`config.mk`:
```
export PLATFORM = sky130hd
export DESIGN_NAME = muldiv_unit
export DESIGN_NICKNAME = d
export VERILOG_FILES = /design/src/rtl/rv32i_types_pkg.sv /design/src/rtl/muldiv_sign_fix.sv /design/src/rtl/muldiv_unit.sv
export SDC_FILE = /design/constraint.sdc
export NUM_CORES = 1
export LEC_CHECK = 0
export ABC_AREA = 0
export CAP_MARGIN = 15
export CELL_PAD_IN_SITES_DETAIL_PLACEMENT = 0
export CELL_PAD_IN_SITES_GLOBAL_PLACEMENT = 1
export CORE_MARGIN = 2
export CORE_UTILIZATION = 49
export DETAILED_ROUTE_END_ITERATION = 6
export PLACE_DENSITY_LB_ADDON = 0.25
export RECOVER_POWER = 100
export SLEW_MARGIN = 40
export SYNTH_ARGS = -nofsm -noshare
export SYNTH_HDL_FRONTEND = slang
export SYNTH_HIERARCHICAL = 1
export SYNTH_SLANG_ARGS = --single-unit
```
`constraint.sdc`:
```
create_clock -name clk -period 10.8 [get_ports clk]
set_clock_uncertainty 0.2 [all_clocks]
set_input_delay 2.16 -clock clk [delete_from_list [all_inputs] [get_ports clk]]
set_output_delay 2.16 -clock clk [all_outputs]
set_load 0.05 [all_outputs]
```
`src/rtl/rv32i_types_pkg.sv`:
```
// Shared RV32I operation encodings for the execute-stage units.
package rv32i_types_pkg;

  typedef enum logic [3:0] {
    ALU_ADD, ALU_SUB, ALU_SLL, ALU_SLT, ALU_SLTU, ALU_XOR, ALU_SRL, ALU_SRA, ALU_OR, ALU_AND
  } ALU_op_enum;

  typedef enum logic [2:0] {
    MD_MUL, MD_MULH, MD_MULHSU, MD_MULHU, MD_DIV, MD_DIVU, MD_REM, MD_REMU
  } MD_op_enum;

  function automatic logic md_is_div(input MD_op_enum op);
    return op inside {MD_DIV, MD_DIVU, MD_REM, MD_REMU};
  endfunction

endpackage

```
`src/rtl/muldiv_sign_fix.sv`:
```
// Sign handling around the unsigned iterative datapath: operand magnitudes on the
// request side, and two's-complement correction of the raw result on the way out.
module muldiv_sign_fix
  import rv32i_types_pkg::*;
#(
  parameter int unsigned DATA_WIDTH = 32
) (
  input  MD_op_enum               req_op,
  input  logic [DATA_WIDTH-1:0]   a,
  input  logic [DATA_WIDTH-1:0]   b,
  output logic [DATA_WIDTH-1:0]   mag_a,
  output logic [DATA_WIDTH-1:0]   mag_b,
  output logic                    res_neg,
  input  MD_op_enum               op,
  input  logic                    neg,
  input  logic [DATA_WIDTH-1:0]   raw_hi,
  input  logic [DATA_WIDTH-1:0]   raw_lo,
  output logic [DATA_WIDTH-1:0]   result
);

  logic sign_a, sign_b;

  always_comb begin
    sign_a  = (req_op inside {MD_MULH, MD_MULHSU, MD_DIV, MD_REM}) && a[DATA_WIDTH-1];
    sign_b  = (req_op inside {MD_MULH, MD_DIV, MD_REM}) && b[DATA_WIDTH-1];
    mag_a   = sign_a ? (~a + 1'b1) : a;
    mag_b   = sign_b ? (~b + 1'b1) : b;
    // Remainder follows the dividend; everything else follows the sign product.
    res_neg = (req_op inside {MD_MULHSU, MD_REM}) ? sign_a : (sign_a ^ sign_b);
  end

  always_comb begin
    result = raw_lo;
    unique case (op)
      MD_MUL, MD_DIV, MD_DIVU: result = neg ? (~raw_lo + 1'b1) : raw_lo;
      // High half of a negated 2W product: carry into it only when the low half is zero.
      MD_MULH, MD_MULHSU, MD_MULHU:
        result = neg ? (~raw_hi + {{(DATA_WIDTH-1){1'b0}}, (raw_lo == '0)}) : raw_hi;
      MD_REM, MD_REMU: result = neg ? (~raw_hi + 1'b1) : raw_hi;
      default: result = raw_lo;
    endcase
  end

endmodule

```
`src/rtl/muldiv_unit.sv`:
```
// Iterative radix-2 RV32M multiply/divide unit with valid/ready handshakes and
// single-cycle fast paths for divide-by-zero and signed overflow.
module muldiv_unit
  import rv32i_types_pkg::*;
#(
  parameter int unsigned DATA_WIDTH = 32,
  parameter int unsigned TAG_WIDTH  = 5
) (
  input  logic                  clk,
  input  logic                  rst_n,
  input  logic                  flush,
  input  logic                  in_valid,
  output logic                  in_ready,
  input  MD_op_enum             MD_op,
  input  logic [DATA_WIDTH-1:0] A,
  input  logic [DATA_WIDTH-1:0] B,
  input  logic [TAG_WIDTH-1:0]  in_tag,
  output logic                  out_valid,
  input  logic                  out_ready,
  output logic [DATA_WIDTH-1:0] result,
  output logic [TAG_WIDTH-1:0]  out_tag
);

  localparam int unsigned CntW = $clog2(DATA_WIDTH) + 1;
  localparam logic [CntW-1:0] LastIter = CntW'(DATA_WIDTH - 1);
  localparam logic [DATA_WIDTH-1:0] MostNeg = {1'b1, {(DATA_WIDTH-1){1'b0}}};

  typedef enum logic [1:0] {IDLE, BUSY, DONE} state_e;

  state_e                state_q, state_d;
  MD_op_enum             op_q;
  logic                  neg_q;
  logic [CntW-1:0]       cnt_q;
  logic [DATA_WIDTH-1:0] acc_hi_q, acc_lo_q, acc_b_q;
  logic [DATA_WIDTH-1:0] acc_hi_d, acc_lo_d;

  logic                  accept, div_zero, div_ovf, fast;
  logic [DATA_WIDTH-1:0] fast_result, mag_a, mag_b, fixed_result;
  logic                  res_neg;
  logic [DATA_WIDTH:0]   mul_sum, div_shift;
  logic [DATA_WIDTH-1:0] div_diff;
  logic                  div_ge;

  muldiv_sign_fix #(.DATA_WIDTH(DATA_WIDTH)) u_sign_fix (
    .req_op  (MD_op),
    .a       (A),
    .b       (B),
    .mag_a   (mag_a),
    .mag_b   (mag_b),
    .res_neg (res_neg),
    .op      (op_q),
    .neg     (neg_q),
    .raw_hi  (acc_hi_d),
    .raw_lo  (acc_lo_d),
    .result  (fixed_result)
  );

  always_comb begin
    accept      = in_valid && in_ready && !flush;
    div_zero    = md_is_div(MD_op) && (B == '0);
    div_ovf     = (MD_op inside {MD_DIV, MD_REM}) && (A == MostNeg) && (B == '1);
    fast        = div_zero || div_ovf;
    fast_result = '0;
    if (div_zero) begin
      fast_result = (MD_op inside {MD_DIV, MD_DIVU}) ? '1 : A;
    end else if (div_ovf) begin
      fast_result = (MD_op == MD_DIV) ? A : '0;
    end
  end

  // One iteration: shift-add multiply (product in {hi,lo}) or restoring divide
  // (partial remainder in hi, dividend shifting out / quotient shifting into lo).
  always_comb begin
    mul_sum   = {1'b0, acc_hi_q} + (acc_lo_q[0] ? {1'b0, acc_b_q} : '0);
    div_shift = {acc_hi_q, acc_lo_q[DATA_WIDTH-1]};
    div_ge    = div_shift >= {1'b0, acc_b_q};
    div_diff  = div_shift[DATA_WIDTH-1:0] - acc_b_q;
    if (md_is_div(op_q)) begin
      acc_hi_d = div_ge ? div_diff : div_shift[DATA_WIDTH-1:0];
      acc_lo_d = {acc_lo_q[DATA_WIDTH-2:0], div_ge};
    end else begin
      acc_hi_d = mul_sum[DATA_WIDTH:1];
      acc_lo_d = {mul_sum[0], acc_lo_q[DATA_WIDTH-1:1]};
    end
  end

  always_comb begin
    state_d   = state_q;
    in_ready  = (state_q == IDLE);
    out_valid = (state_q == DONE);
    case (state_q)
      IDLE:    if (accept) state_d = fast ? DONE : BUSY;
      BUSY:    if (cnt_q == LastIter) state_d = DONE;
      DONE:    if (out_ready) state_d = IDLE;
      default: state_d = IDLE;
    endcase
    if (flush) state_d = IDLE;
  end

  always_ff @(posedge clk or negedge rst_n) begin
    if (!rst_n) begin
      state_q <= IDLE;
    end else begin
      state_q <= state_d;
    end
  end

  always_ff @(posedge clk or negedge rst_n) begin
    if (!rst_n) begin
      op_q     <= MD_MUL;
      neg_q    <= 1'b0;
      cnt_q    <= '0;
      acc_hi_q <= '0;
      acc_lo_q <= '0;
      acc_b_q  <= '0;
      result   <= '0;
      out_tag  <= '0;
    end else if (!flush) begin
      if (accept) begin
        op_q     <= MD_op;
        neg_q    <= res_neg;
        cnt_q    <= '0;
        acc_hi_q <= '0;
        acc_lo_q <= mag_a;
        acc_b_q  <= mag_b;
        out_tag  <= in_tag;
        if (fast) result <= fast_result;
      end else if (state_q == BUSY) begin
        acc_hi_q <= acc_hi_d;
        acc_lo_q <= acc_lo_d;
        cnt_q    <= cnt_q + CntW'(1);
        if (cnt_q == LastIter) result <= fixed_result;
      end
    end
  end

endmodule

```
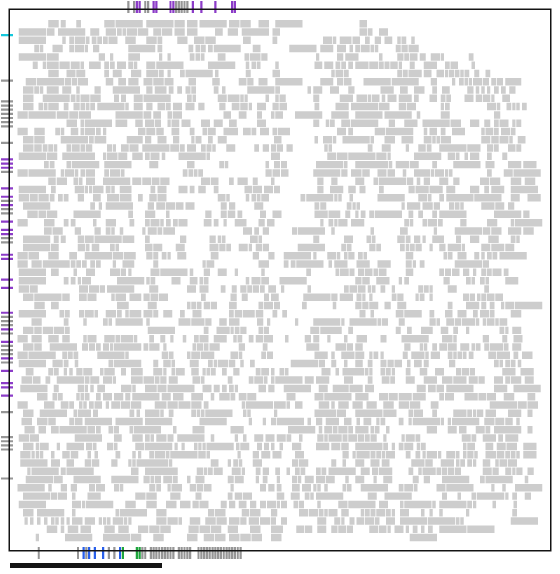
Fig. 1. I/O pins on the die edge (run 1).
The bar under the picture is 50 um long. Pins as bars across the die edge, other pins in gray.
[out_tag] blue | pins: 5 | direction: output | edge: bottom
[MD_op] green | pins: 3 | direction: input | edge: bottom
[result] purple | pins: 32 | direction: output | edge: 21 left, 11 top
[clk] cyan | pins: 1 | direction: input | edge: left
chip height: 177 um
Die X: 177 um
number of port buffers: 115

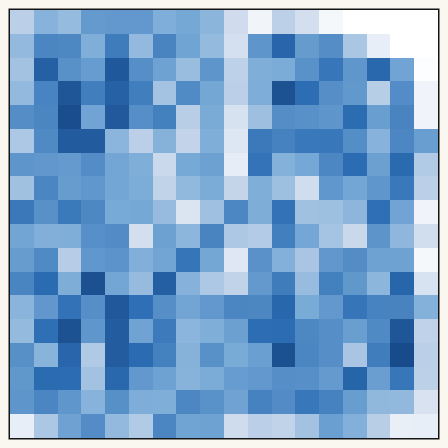
Fig. 2. Placement density heat map (run 1).
The die is cut into 18 by 18 equal tiles; white is low, dark blue is high, 0 to 100% covered.
fullest tile: 89%
nearly empty tiles: 2.2%
mean over tiles: 52%
tiles over 75% full: 11%
Placeable Area: 29600 sq um
final core occ: 0.564
fp util: 0.497

==> GITHUB_STEP_SUMMARY, run 1 <==
## PnR job results

| Metric | Value |
|---|---|
| Status | complete, but fails checks |
| Failing checks | max-capacitance violations, max-slew violations |
| Seq pwr | 865 uW |
| Max rail drop VDD | 0.152 mV |
| Final hold vios | 0 |
| DRC Markers | 0 |
| Drt total wl | 54000 um |
| Worst path top cell family by delay | buffers and inverters |
| Post-Syn Area | 14700 sq um |
| Syn nets | 2037 |
| GR Util All Layers | 0.349 |
| Syn_area_per_cell | 7.79 sq um |
| Vias per std cell | 6.48 |
| Commonest cells in the netlist | 224 x nand2_1, 172 x o21ai_0, 164 x a21oi_1 |
| Io pins | 116 |
| Signal inverters | 67 |
| Lkg Pwr | 7.16 nW |
| N_diodes | 0 |
| Max stage delay on crit path | 2.03 ns |
| Most frequent CP cell | clkbuf_1 |
| Detailed Routing Iterations Pass 1 | 5 |
| # Post-CTS Setup Buffers | 0 |
| CP Depth | 6 |
| CTS tree | built |
| Worst Reg-to-Reg Cells | 21 |
| Wire per inst | 23.1 um |
| Met2 Resource Use GR | 0.584 |
| Vias | 15200 |
| R2R Setup Slk | 3.85 ns |
| Cell variety after synth | 95 |
| Max-slew violations | 289 |
| WP buf/inv | 3 |
| Count leader, synth | nand2_1 |
| Crit-path cells | dlygate4sd3_1 -> nor4b_1 -> clkbuf_1 -> clkbuf_1 -> nand2_1 -> o21ai_0 |
| Crit path DAT | 7.91 ns |
| Final GP Congestion | 0.939 |
| Power density cells | 251 nW/um^2 |
| Maximum clock path buffer count | 2 |
| Setup_tns | 0 ns |
| Placed cell areas | 16100 sq um |
| Count of clock buffers in the final design | 18 |
| Worst-path clk slew | 0.07 ns |
| PnR worst setup slack | 3.02 ns |
| Dominant logic cell types in the final layout | 224 x nand2_1, 172 x o21ai_0, 163 x a21oi_1 |
| DRT met1 WL | 22900 um |
| Flops & latches, synth | 145 |
| Reg area | 3630 sq um |
| Multi-input gates | 1570 |
| Design Area, Final | 16700 sq um |
| Slew headroom | -2.10 |
| Largest net degree at the start of global routing | 81 |
| Top power group | combinational cells |
| Worst-path fanout max | 66 |
| Clk_lat worst skew | 0.46 ns |
| Vias in the first global route | 14600 |
| Worst Tran Pin Value | 4.65 ns |
| Top area contributor share | 0.247 |
| Maxcap violations | 5 |
| Top layer used by detailed routing | met4 |
| Post-CTS resize count | 0 |
| GR met3 Demand/Resource | 0.0498 |
| Global-route wire length before repair | 84400 um |
| Total gr overflow | 0 |
| Comb power | 2.68 mW |
| Sw frac | 0.516 |
| Register share of total power | 0.206 |
| Main flop type | dfrtp_1 |
| Root buffer cell | clkbuf_16 |
| Ao+oa area frac | 0.271 |
| Share of cells above drive strength 1 | 0.0641 |
| FFs w/ async S/R, synth | 1.00 |
| Hold Path Class | flop to flop |
| Register share after synthesis | 0.247 |
| Cell count in the Yosys report | 1887 |
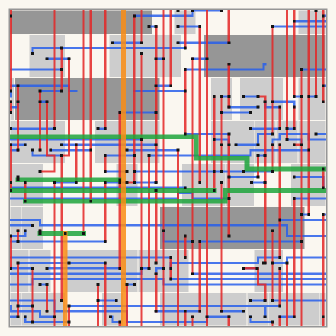
Fig. 3. Zoomed window (run 1).
Window x 123 to 143, y 123 to 143 um. Cells in gray, sequential cells in the stronger gray; small squares are vias.
[met3] green
[met1] blue
[met2] red
[met4] orange
sequential cells in the window: 4
most frequent: nand2_1 (5), dfrtp_1 (4), nor2_1 (3)
netlist names of flops here include: acc_hi_q (4)
cells with their middle in the window: 30

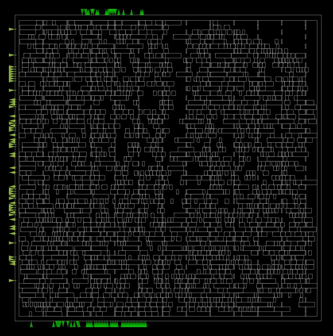
Fig. 4. Placed standard cells (run 1).
non-filler instance count after layout: 2340
Rows: 63
flop share of the area: 0.218
Tapcells: 390
FFs & Latches: 145

Fig. 5: run 1, cells by drive strength
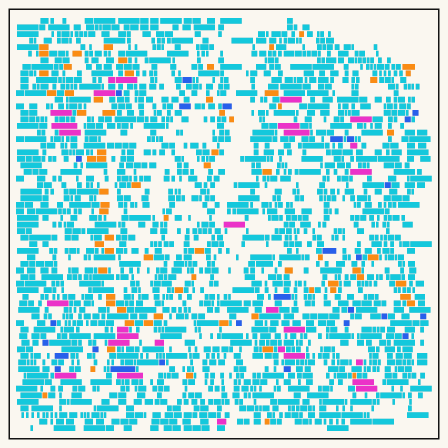

==> inputs of run 2 (changes only) <==
--- a/config.mk
+++ b/config.mk
@@ -10,7 +10,7 @@
 export CELL_PAD_IN_SITES_DETAIL_PLACEMENT = 0
 export CELL_PAD_IN_SITES_GLOBAL_PLACEMENT = 1
 export CORE_MARGIN = 2
-export CORE_UTILIZATION = 49
+export CORE_UTILIZATION = 45
 export DETAILED_ROUTE_END_ITERATION = 6
 export PLACE_DENSITY_LB_ADDON = 0.25
 export RECOVER_POWER = 100
==> constraint.sdc (replaced) <==
create_clock -name clk -period 7.8 [get_ports clk]
set_clock_uncertainty 0.2 [all_clocks]
set_input_delay 1.56 -clock clk [delete_from_list [all_inputs] [get_ports clk]]
set_output_delay 1.56 -clock clk [all_outputs]
set_load 0.05 [all_outputs]
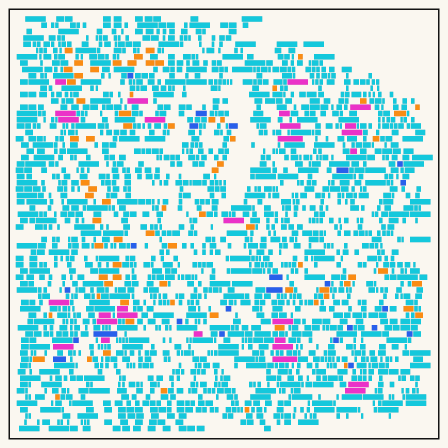
Fig. 6. Cells by drive strength (run 2).
[drive 6 and up] magenta | cells: 28 | share: 1.4%
[drive 1 or less] cyan | cells: 1826 | share: 94%
[drive 2] orange | cells: 72 | share: 3.7%
[drive 3 to 4] blue | cells: 24 | share: 1.2%
Design Area, Final: 16700 sq um
nonclk buf count: 137

==> run 2 against run 1 <==
Compared with the run above: the run still ends with max-capacitance violations, max-slew violations left; wire length rose by 1.2%; critical path depth rose by 16; setup slack got worse by 2.2 ns; register-to-register slack got worse by 3.0 ns; critical path type is now flop to flop; largest power group unchanged.
==> GITHUB_STEP_SUMMARY, run 2 <==
## PnR job results

| Metric | Value |
|---|---|
| Status | complete, but fails checks |
| Failing checks | max-capacitance violations, max-slew violations |
| Vias per std cell | 6.30 (-2.8%) |
| Final hold vios | 0 (unchanged) |
| Count of clock buffers in the final design | 22 (+4) |
| Register share after synthesis | 0.247 (unchanged) |
| Max rail drop VDD | 0.214 mV (+41%) |
| Tapcells | 442 (+13%) |
| Post-Syn Area | 14700 sq um (unchanged) |
| Cell variety after synth | 95 (unchanged) |
| FFs & Latches | 145 (unchanged) |
| Maximum clock path buffer count | 2 (unchanged) |
| Signal inverters | 67 (unchanged) |
| Flop share of the area | 0.217 (-0.000781) |
| Syn nets | 2037 (unchanged) |
| Rows | 66 (+4.8%) |
| Lkg Pwr | 7.18 nW (+0.23%) |
| Syn_area_per_cell | 7.79 sq um (unchanged) |
| Non-filler instance count after layout | 2392 (+2.2%) |
| Main flop type | dfrtp_1 |
| Top area contributor share | 0.247 (unchanged) |
| DRT met1 WL | 24600 um (+7.3%) |
| Max-slew violations | 329 (+14%) |
| Sw frac | 0.517 (+0.000542) |
| Worst-path clk slew | 0.06 ns (about the same) |
| Worst path top cell family by delay | AND-OR/OR-AND gates |
| Power density cells | 347 nW/um^2 (+38%) |
| Die X | 185 um (+4.3%) |
| CTS tree | built |
| Worst Reg-to-Reg Cells | 22 (+4.8%) |
| PnR worst setup slack | 0.848 ns (-2.17 ns) |
| CP Depth | 22 (+16) |
| Seq pwr | 1.21 mW (+40%) |
| Dominant logic cell types in the final layout | 224 x nand2_1, 172 x o21ai_0, 163 x a21oi_1 |
| Final GP Congestion | 0.927 (-1.3%) |
| Multi-input gates | 1570 (unchanged) |
| Detailed Routing Iterations Pass 1 | 5 (unchanged) |
| Drt total wl | 54700 um (+1.2%) |
| Hold Path Class | flop to flop |
| Met2 Resource Use GR | 0.530 (-0.0536) |
| Maxcap violations | 5 (unchanged) |
| FFs w/ async S/R, synth | 1.00 (unchanged) |
| Flops & latches, synth | 145 (unchanged) |
| Largest net degree at the start of global routing | 105 (+30%) |
| R2R Setup Slk | 0.85 ns (-3.00 ns) |
| DRC Markers | 0 (unchanged) |
| Ao+oa area frac | 0.271 (unchanged) |
| Cell count in the Yosys report | 1887 (unchanged) |
| Commonest cells in the netlist | 224 x nand2_1, 172 x o21ai_0, 164 x a21oi_1 |
| Count leader, synth | nand2_1 |
| Post-CTS resize count | 0 (unchanged) |
| Register share of total power | 0.209 (+0.003) |
| Placed cell areas | 16200 sq um (+0.43%) |
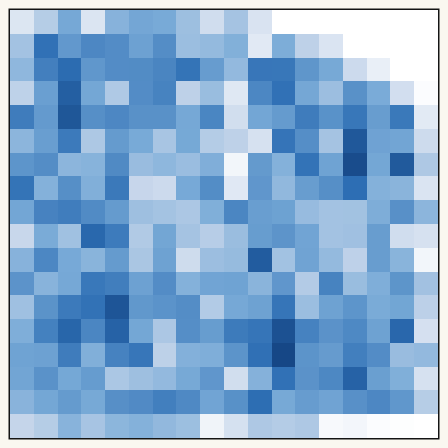
Fig. 7. Placement density heat map (run 2).
The die is cut into 18 by 18 equal tiles; white is low, dark blue is high, 0 to 100% covered.
fp util: 0.454
Placeable Area: 32400 sq um

==> inputs of run 3 (changes only) <==
--- a/config.mk
+++ b/config.mk
@@ -14,6 +14,7 @@
 export DETAILED_ROUTE_END_ITERATION = 6
 export PLACE_DENSITY_LB_ADDON = 0.25
 export RECOVER_POWER = 100
+export SKIP_CTS_REPAIR_TIMING = 1
 export SLEW_MARGIN = 40
 export SYNTH_ARGS = -nofsm -noshare
 export SYNTH_HDL_FRONTEND = slang
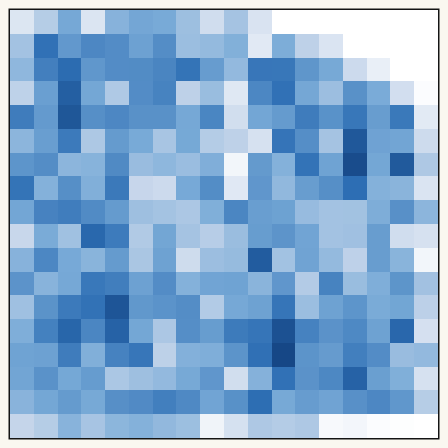
Fig. 8. Placement density heat map (run 3).
The die is cut into 18 by 18 equal tiles; white is low, dark blue is high, 0 to 100% covered.
fullest tile: 91%
tiles over 75% full: 4.9%
nearly empty tiles: 5.2%
mean over tiles: 47%
emptiest ninth of the die: upper right
final core occ: 0.517

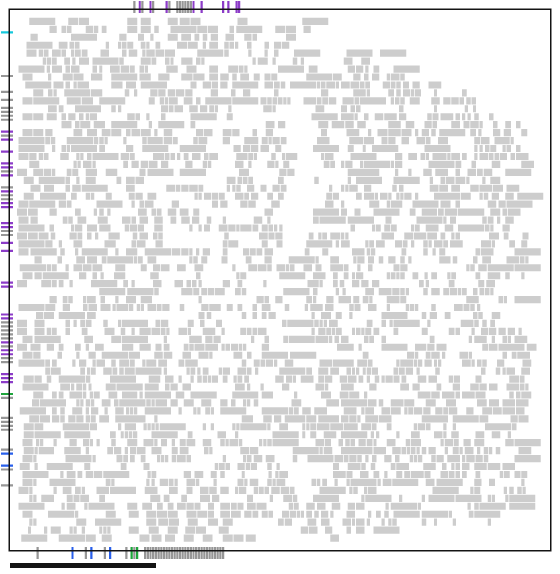
Fig. 9. I/O pins on the die edge (run 3).
The bar under the picture is 50 um long. Pins as bars across the die edge, other pins in gray.
chip height: 185 um
Die X: 185 um

==> run 3 against run 2 <==
Compared with the run above: the run still ends with max-capacitance violations, max-slew violations left; synthesized area did not move; via count did not move; setup slack did not move; clock power barely moved; largest power group unchanged.
==> GITHUB_STEP_SUMMARY, run 3 <==
## PnR job results

| Metric | Value |
|---|---|
| Main flop type | dfrtp_1 |
| Count leader, synth | nand2_1 |
| Detailed Routing Iterations Pass 1 | 5 (unchanged) |
| Register share after synthesis | 0.247 (unchanged) |
| Maximum clock path buffer count | 2 (unchanged) |
| Count of clock buffers in the final design | 22 (unchanged) |
| CTS tree | built |
| Top area contributor share | 0.247 (unchanged) |
| Power density cells | 347 nW/um^2 (unchanged) |
| Lkg Pwr | 7.18 nW (unchanged) |
| CP Depth | 22 (unchanged) |
| Worst Reg-to-Reg Cells | 22 (unchanged) |
| Max-slew violations | 329 (unchanged) |
| Post-Syn Area | 14700 sq um (unchanged) |
| Syn nets | 2037 (unchanged) |
| Placeable Area | 32400 sq um (unchanged) |
| FFs & Latches | 145 (unchanged) |
| Multi-input gates | 1570 (unchanged) |
| Fp util | 0.454 (unchanged) |
| Max rail drop VDD | 0.214 mV (unchanged) |
| Design Area, Final | 16700 sq um (unchanged) |
| Seq pwr | 1.21 mW (about the same) |
| Failing checks | max-capacitance violations, max-slew violations |
| Final GP Congestion | 0.927 (unchanged) |
| Rows | 66 (unchanged) |
| FFs w/ async S/R, synth | 1.00 (unchanged) |
| Status | complete, but fails checks |
| Flops & latches, synth | 145 (unchanged) |
| Maxcap violations | 5 (unchanged) |
| Signal inverters | 67 (unchanged) |
| DRT met1 WL | 24600 um (unchanged) |
| DRC Markers | 0 (unchanged) |
| Register share of total power | 0.209 (about the same) |
| Dominant logic cell types in the final layout | 224 x nand2_1, 172 x o21ai_0, 163 x a21oi_1 |
| Placed cell areas | 16200 sq um (unchanged) |
| PnR worst setup slack | 0.848 ns (unchanged) |
| Hold Path Class | flop to flop |
| Drt total wl | 54700 um (unchanged) |
| Met2 Resource Use GR | 0.530 (unchanged) |
| Final hold vios | 0 (unchanged) |
| Syn_area_per_cell | 7.79 sq um (unchanged) |
Power and IR drop assume default switching activity.
